==> src/rtl/loop_responder_pkg.sv <==
// Shared types and default parameters for the loop responder slice.
package loop_responder_pkg;

    typedef enum logic [1:0] {
        IDLE = 2'd0,
        RUN  = 2'd1,
        FULL = 2'd2
    } state_t;

    localparam int DEF_DATA_W = 32'sd2;
    localparam int DEF_DEPTH  = 32'sd4;
    localparam int DEF_SEQ_W  = 32'sd4;

endpackage

==> src/rtl/loop_fifo.sv <==
// First-word-fall-through buffer with registered storage and occupancy count.
// The caller guarantees no push when full and no pop when empty.
module loop_fifo #(
    parameter int WIDTH = 6,
    parameter int DEPTH = 4
) (
    input  logic                    clk,
    input  logic                    rst,
    input  logic                    push,
    input  logic [WIDTH-1:0]        din,
    input  logic                    pop,
    output logic [WIDTH-1:0]        dout,
    output logic [$clog2(DEPTH):0]  count
);

    localparam int PTR_W = $clog2(DEPTH);
    localparam int CNT_W = PTR_W + 1;

    logic [WIDTH-1:0] mem_r [DEPTH];
    logic [PTR_W-1:0] wr_ptr_r;
    logic [PTR_W-1:0] rd_ptr_r;
    logic [CNT_W-1:0] count_r;

    function automatic logic [PTR_W-1:0] ptr_inc(input logic [PTR_W-1:0] p);
        return (p == PTR_W'(DEPTH - 1)) ? {PTR_W{1'b0}} : p + PTR_W'(1);
    endfunction

    // Entry storage; cleared on reset so the head reads zero.
    always_ff @(posedge clk or posedge rst) begin
        if (rst) begin
            for (int i = 0; i < DEPTH; i++) begin
                mem_r[i] <= {WIDTH{1'b0}};
            end
        end else if (push) begin
            mem_r[wr_ptr_r] <= din;
        end
    end

    // Pointer and occupancy tracking.
    always_ff @(posedge clk or posedge rst) begin
        if (rst) begin
            wr_ptr_r <= {PTR_W{1'b0}};
            rd_ptr_r <= {PTR_W{1'b0}};
            count_r  <= {CNT_W{1'b0}};
        end else begin
            if (push) begin
                wr_ptr_r <= ptr_inc(wr_ptr_r);
            end
            if (pop) begin
                rd_ptr_r <= ptr_inc(rd_ptr_r);
            end
            case ({push, pop})
                2'b10:   count_r <= count_r + CNT_W'(1);
                2'b01:   count_r <= count_r - CNT_W'(1);
                default: count_r <= count_r;
            endcase
        end
    end

    assign dout  = mem_r[rd_ptr_r];
    assign count = count_r;

endmodule

==> src/rtl/loop_responder.sv <==
// Responder leg of a valid/ready loop: returns ~req_data tagged with a wrapping sequence number.
// Optional LOOP_RESPONDER_PARITY_EN adds rsp_parity (even parity of the head entry).
module loop_responder
    import loop_responder_pkg::*;
#(
    parameter int DATA_W = DEF_DATA_W,
    parameter int DEPTH  = DEF_DEPTH,
    parameter int SEQ_W  = DEF_SEQ_W
) (
    input  logic              clk,
    input  logic              rst,
    input  logic              req_valid,
    output logic              req_ready,
    input  logic [DATA_W-1:0] req_data,
    output logic              rsp_valid,
    input  logic              rsp_ready,
    output logic [DATA_W-1:0] rsp_data,
    output logic [SEQ_W-1:0]  rsp_seq,
`ifdef LOOP_RESPONDER_PARITY_EN
    output logic              rsp_parity,
`endif
    output logic              busy
);

    localparam int ENTRY_W = DATA_W + SEQ_W;
    localparam int CNT_W   = $clog2(DEPTH) + 1;

    logic               push_s;
    logic               pop_s;
    logic [ENTRY_W-1:0] head_s;
    logic [CNT_W-1:0]   count_s;
    logic [CNT_W-1:0]   next_count_s;
    logic [SEQ_W-1:0]   seq_r;
    state_t             state_r;
    logic               req_ready_r;
    logic               rsp_valid_r;
    logic               busy_r;

    assign push_s = req_valid & req_ready_r;
    assign pop_s  = rsp_valid_r & rsp_ready;

    loop_fifo #(
        .WIDTH (ENTRY_W),
        .DEPTH (DEPTH)
    ) u_fifo (
        .clk   (clk),
        .rst   (rst),
        .push  (push_s),
        .din   ({~req_data, seq_r}),
        .pop   (pop_s),
        .dout  (head_s),
        .count (count_s)
    );

    // Occupancy after this cycle's handshakes; drives all registered status.
    always_comb begin
        next_count_s = count_s + CNT_W'(push_s) - CNT_W'(pop_s);
    end

    // Sequence tag advances once per accepted request, wrapping naturally.
    always_ff @(posedge clk or posedge rst) begin
        if (rst) begin
            seq_r <= {SEQ_W{1'b0}};
        end else if (push_s) begin
            seq_r <= seq_r + SEQ_W'(1);
        end
    end

    // Occupancy FSM with registered handshake and busy outputs.
    always_ff @(posedge clk or posedge rst) begin
        if (rst) begin
            state_r     <= IDLE;
            req_ready_r <= 1'b1;
            rsp_valid_r <= 1'b0;
            busy_r      <= 1'b0;
        end else begin
            case (state_r)
                IDLE: begin
                    state_r <= (next_count_s == {CNT_W{1'b0}}) ? IDLE : RUN;
                end
                RUN: begin
                    if (next_count_s == {CNT_W{1'b0}}) begin
                        state_r <= IDLE;
                    end else if (next_count_s == CNT_W'(DEPTH)) begin
                        state_r <= FULL;
                    end else begin
                        state_r <= RUN;
                    end
                end
                FULL: begin
                    state_r <= (next_count_s == CNT_W'(DEPTH)) ? FULL : RUN;
                end
                default: begin
                    state_r <= IDLE;
                end
            endcase
            req_ready_r <= (next_count_s != CNT_W'(DEPTH));
            rsp_valid_r <= (next_count_s != {CNT_W{1'b0}});
            busy_r      <= (next_count_s != {CNT_W{1'b0}});
        end
    end

    assign req_ready = req_ready_r;
    assign rsp_valid = rsp_valid_r;
    assign busy      = busy_r;
    assign rsp_data  = head_s[ENTRY_W-1:SEQ_W];
    assign rsp_seq   = head_s[SEQ_W-1:0];

`ifdef LOOP_RESPONDER_PARITY_EN
    function automatic logic even_parity(input logic [ENTRY_W-1:0] v);
        return ^v;
    endfunction

    assign rsp_parity = rsp_valid_r & even_parity(head_s);
`endif

endmodule

==> config.mk <==
export PLATFORM = sky130hd
export DESIGN_NAME = loop_responder
export DESIGN_NICKNAME = d
export VERILOG_FILES = /design/src/rtl/loop_responder_pkg.sv /design/src/rtl/loop_fifo.sv /design/src/rtl/loop_responder.sv
export SDC_FILE = /design/constraint.sdc
export NUM_CORES = 1
export LEC_CHECK = 0
export CAP_MARGIN = 5
export CELL_PAD_IN_SITES_DETAIL_PLACEMENT = 2
export CELL_PAD_IN_SITES_GLOBAL_PLACEMENT = 2
export CORE_UTILIZATION = 36
export DETAILED_ROUTE_END_ITERATION = 7
export PLACE_DENSITY = 0.7
export SETUP_SLACK_MARGIN = 0.4
export SKIP_CTS_REPAIR_TIMING = 1
export SYNTH_ARGS = -nofsm -noshare
export SYNTH_HDL_FRONTEND = slang
export SYNTH_SLANG_ARGS = --single-unit
export TNS_END_PERCENT = 5
==> constraint.sdc <==
create_clock -name clk -period 2.1 [get_ports clk]
set_clock_uncertainty 0.2 [all_clocks]
set_input_delay 0.525 -clock clk [delete_from_list [all_inputs] [get_ports clk]]
set_output_delay 0.525 -clock clk [all_outputs]
set_load 0.01 [all_outputs]
Fig. 1: track usage over the die
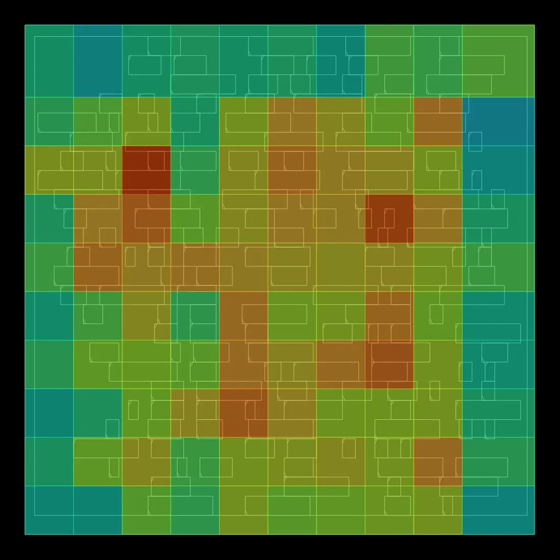
GRT met2 Usage: 0.319
GRT Max-Usage Layer: met2
Total GRT Usage: 0.176
M1 GR Usage: 0.198
DR WL/cell: 17.2 um

Fig. 2: sizing map
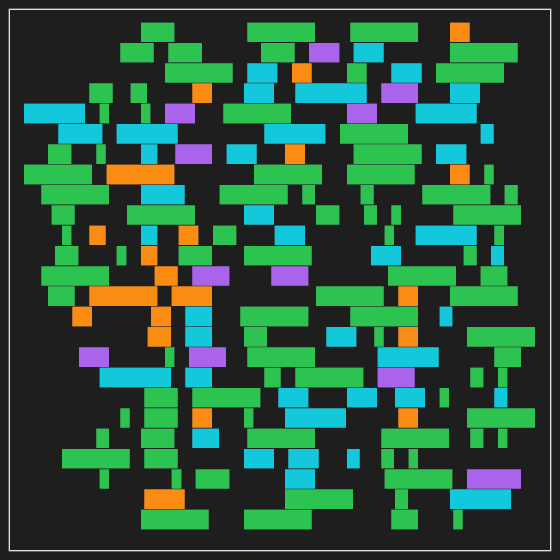
drive 6 and up -> purple  # cells 11, share 6.9%
drive 1 or less -> green  # cells 89, share 56%
drive 2 -> cyan  # cells 40, share 25%
drive 3 to 4 -> orange  # cells 20, share 13%
final worst setup slack: -0.120 ns
area grow syn2layout: 24.2%
final instance area: 0.00221 sq mm

Fig. 3: placed cells, one color a class
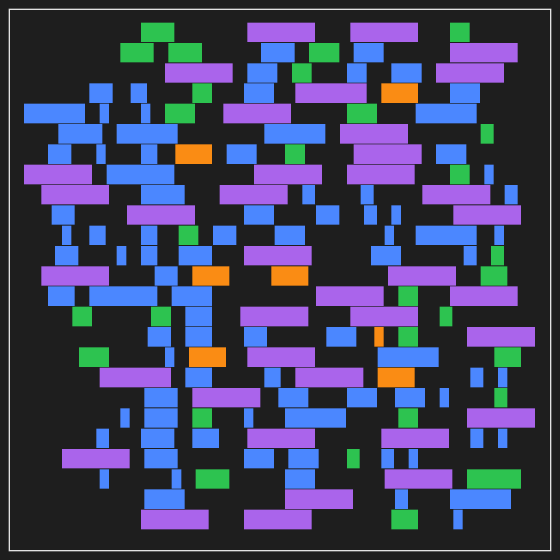
clock drivers and dummy loads -> orange  # cells 7, share of their area 4.1%
flip-flops -> purple  # cells 37, share of their area 44%
all other logic -> blue  # cells 87, share of their area 40%
other buffers and delay cells -> green  # cells 29, share of their area 12%
row count: 25
fin util: 0.466
sequential share of cell area: 0.419
Core ar.: 0.00475 sq mm

==> changes_impl.md <==
## Flow update

- Pin count of the biggest net entering global routing: 38
- Top cells by area: dfrtp_1 (51%), mux2_2 (11%), mux4_2 (7.6%), ha_1 (5.6%), xnor2_1 (2.9%)
- CTS tree: done
- WL met3: approximately 79 um
- Global route overflow: 0
- Port Buffer Count: 14
- Nets: 176
- Avg Cell Area, Syn: 13.7 sq um
- M1 wire length: ~1600 um
- Cycle use final: 1.06
- Slew margin rel.: 0.744
- Tool warnings: 31
- Final HPWL DP: between 2000 and 3000 um
- Initial antenna violation count: 0
- Violated checks: negative setup slack
- Ys async rst share: 1.00
- YS chip area: approximately 0.0018 sq mm
- Final setup viols: 6
- Crit Path Category: flip-flop to output pin
- Distinct cells, synth: 26
- Synth Warn #: 0
- Hold depth: 2
- CP Cell Sequence: buf_4 > mux4_2 > clkbuf_2
- Worst VDD drop: 0.557 mV
- Outcome: complete, but fails checks
- Worst path required time: 1.37 ns
- Clock Pin Slew Worst Setup and Hold Paths: about 0.07 ns
- H-Tree Depth: 2
- Worst-margin pin slew: 0.384 ns
- Post-Syn Area: 0.00178 sq mm
- Placed insts: 214
- Largest fanout on the critical path: 6
- Post-synth top area cell: dfrtp_1
- Max-cap viol count: 0
- Slowest stage cell, crit path: mux4_2
- CP Launch Type: flip-flop
- Clock Path Buffers: 2
- Crit path DAT: 1.50 ns
- Synth Net Count: 146
- Vias in the first global route: 1250
- Most frequent cells after synthesis: dfrtp_1 (36), mux2_2 (17), nand2_1 (13), o21ai_0 (9), ha_1 (8)
- Initial drt markers: 26
- First-pass GRT wire length: between 6000 and 7000 um
- Share of cells above drive strength 1: 0.444
- DR pass1 iterations: 2
- Final Hold Viols: 0
- Met2 wire length: around 2200 um
- Max-slew violation count: 0
- P_leak: approximately 1 nW
- Top Metal Used: met4
- Clk root buf: clkbuf_8
- Count leader, synth: dfrtp_1
- Max incr delay on CP: 0.49 ns
- Synth Instances: 130
- Dominant register cell: dfrtp_1
- Worst reg-to-reg path cell count: 8
- Hold Path Class: flip-flop to flip-flop
- Die ar.: 0.00523 sq mm
- Register area share after synthesis: 0.520
- Die width: 72.4 um
- Sink Count: 37
- Latency at later pin: 0.28 ns
- Post-DRT Antenna Nets: 0
- # diodes: 0
- GP Congestion: 0.767
- Critical Path Stages: 3
- Registers, synthesis: 37
- Yosys stat cell total: between 100 and 150
- Buf+Inv Stages, Crit Path: 2
- IO Count: 15
- Max Clk Rate: 450 MHz
- Final Non-Filler Cells: 227
- Element type at the critical path end: output pin
- Die height: 72.4 um
- Final min period: between 2 and 2.5 ns
- Final worst setup slack: -0.120 ns
- Post-synth EDFFs: 0
- RSZ-0062 raised after global routing: yes
- Total CTS buffers: 5
- PwrDens: 1570 mW/mm^2
- DR vias/cell: 4.79
- Crit-path leading delay family: multiplexers
- Number of remaining DRC errors: 0
- Max-area cell share: 0.506
Fig. 4: wire density map
The bar under the picture is 20 um long. 14 x 14 tiles, from dark blue (low) to red (high), scaled to the fullest tile. Values are wire area over tile area, all layers added.
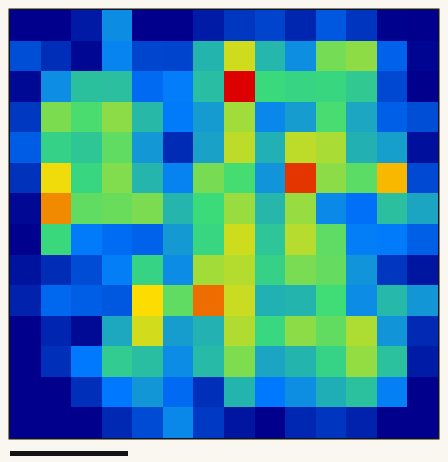
mean over tiles = 0.11
fullest tile = 0.34
emptiest ninth of the die = south-west
tiles over half the peak = 24%
densest ninth of the die = center
total number of vias: 1087
Routed Wire Length: 3890 um

Fig. 5: cell area per tile
The bar under the picture is 20 um long. 7 x 7 tiles, from dark blue (low) to red (high), 0 to 100% covered.
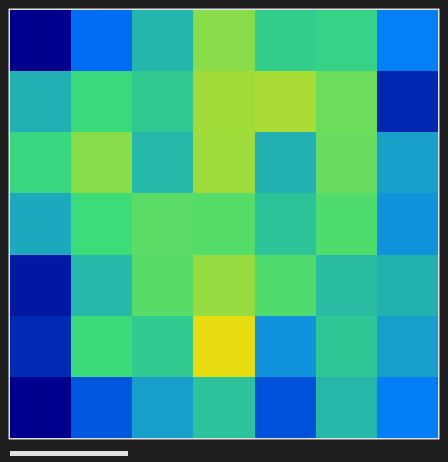
fullest tile = 72%
nearly empty tiles = 4.1%
emptiest ninth of the die = south-west
mean over tiles = 41%
FP Util: 0.375

## layout by cell type, fill, tap and decap left out, drive strengths merged
cell type,Yosys,final
nor2,3,3
xnor2,6,6
inv,8,7
buf,5,17
fa,2,2
nand2,13,13
nand3,4,4
dfrtp,36,36
dlymetal6s2s,0,4
o21ai,9,9
mux4,6,6
nand2b,1,1
clkbuf,1,12
nand4,1,1
clkinv,0,1
dfstp,1,1
nor3,1,1
and2,1,1
xor2,3,3
mux2i,1,1
clkdlybuf4s50,0,3
ha,8,8
mux2,19,19
a21o,1,1
## final cells by class
class / instances / area (sq um)
sequential: 37 / 928
fill: 482 / 2540
clock buffer: 7 / 86.3
tap: 67 / 83.8
timing repair buffer: 29 / 260
multi-input combinational: 79 / 815
inverter: 8 / 40.0
## worst reg2reg max path, delay by kind of cell (launching register included)
kind | cells | cell delay [ns]
xor gates and xnor gates | 2 | 0.29
and+or+nand+nor | 2 | 0.27
DFF | 1 | 0.62
buffers and inverters | 2 | 0.11
adders and majority gates | 2 | 0.36
## report_power, final
part           internal, mW  total (mW)  switching, mW
Combinational         0.929        1.58          0.652
Clock                 0.261       0.508          0.248
Sequential             1.07        1.39          0.314
Total                  2.26        3.48           1.21
## per-stage QoR
step	TNS (ns)	instance area [sq um]	power, mW	hold WS, ns	setup slack (ns)
after floorplan	-0.0488	1820	2.37	0.245	-0.0402
after global placement	-3.22	2060	2.83	0.259	-0.403
after detailed placement	-3.56	2060	2.97	0.275	-0.471
after CTS	-4.33	2150	3.51	0.295	-0.632
after global routing	-0.903	2210	3.76	0.321	-0.169
final	-0.613	2210	3.48	0.286	-0.120
## sequential cells by signal, summed over array words and instances (netlist names)
register and cells:
req_ready 1, rsp_valid 1, seq_r 4, u_fifo.count 3, u_fifo.mem_r 24, u_fifo.rd_ptr_r 2
u_fifo.wr_ptr_r 2
## final timing paths
path | start | end | slack, ns
setup / recovery | u_fifo.rd_ptr_r[0]$_DFFE_PP0P_ | rsp_data[1] | -0.12
max in group asynchronous | rst | req_ready$_DFF_PP1_ | 1.06
hold / removal | u_fifo.mem_r[23]$_DFFE_PP0P_ | u_fifo.mem_r[23]$_DFFE_PP0P_ | 0.29
setup reg to reg | req_ready$_DFF_PP1_ | u_fifo.count[2]$_DFFE_PP0P_ | 0.14
hold reg to reg | u_fifo.mem_r[23]$_DFFE_PP0P_ | u_fifo.mem_r[23]$_DFFE_PP0P_ | 0.29
min in group asynchronous | rst | u_fifo.mem_r[23]$_DFFE_PP0P_ | 0.39
## metal layers
| metal | vias up | track usage |
|---|---|---|
| li1 | 499 | - |
| met1 | 572 | 0.198 |
| met2 | 11 | 0.319 |
| met3 | 5 | 0.0389 |
| met4 | 0 | 0.0719 |
| met5 | - | 0 |
## cell families after synthesis
| logic type | share of synthesized area |
|---|---|
| AND/OR/NAND/NOR | 0.0709 |
| adder cells (fa/ha/maj) | 0.0787 |
| buffers and inverters | 0.0506 |
| multiplexers | 0.206 |
| AND-OR/OR-AND | 0.0295 |
| flip-flops | 0.520 |
| XOR/XNOR | 0.0442 |
Power figures rest on the tool's default switching activity, not on a simulated workload.
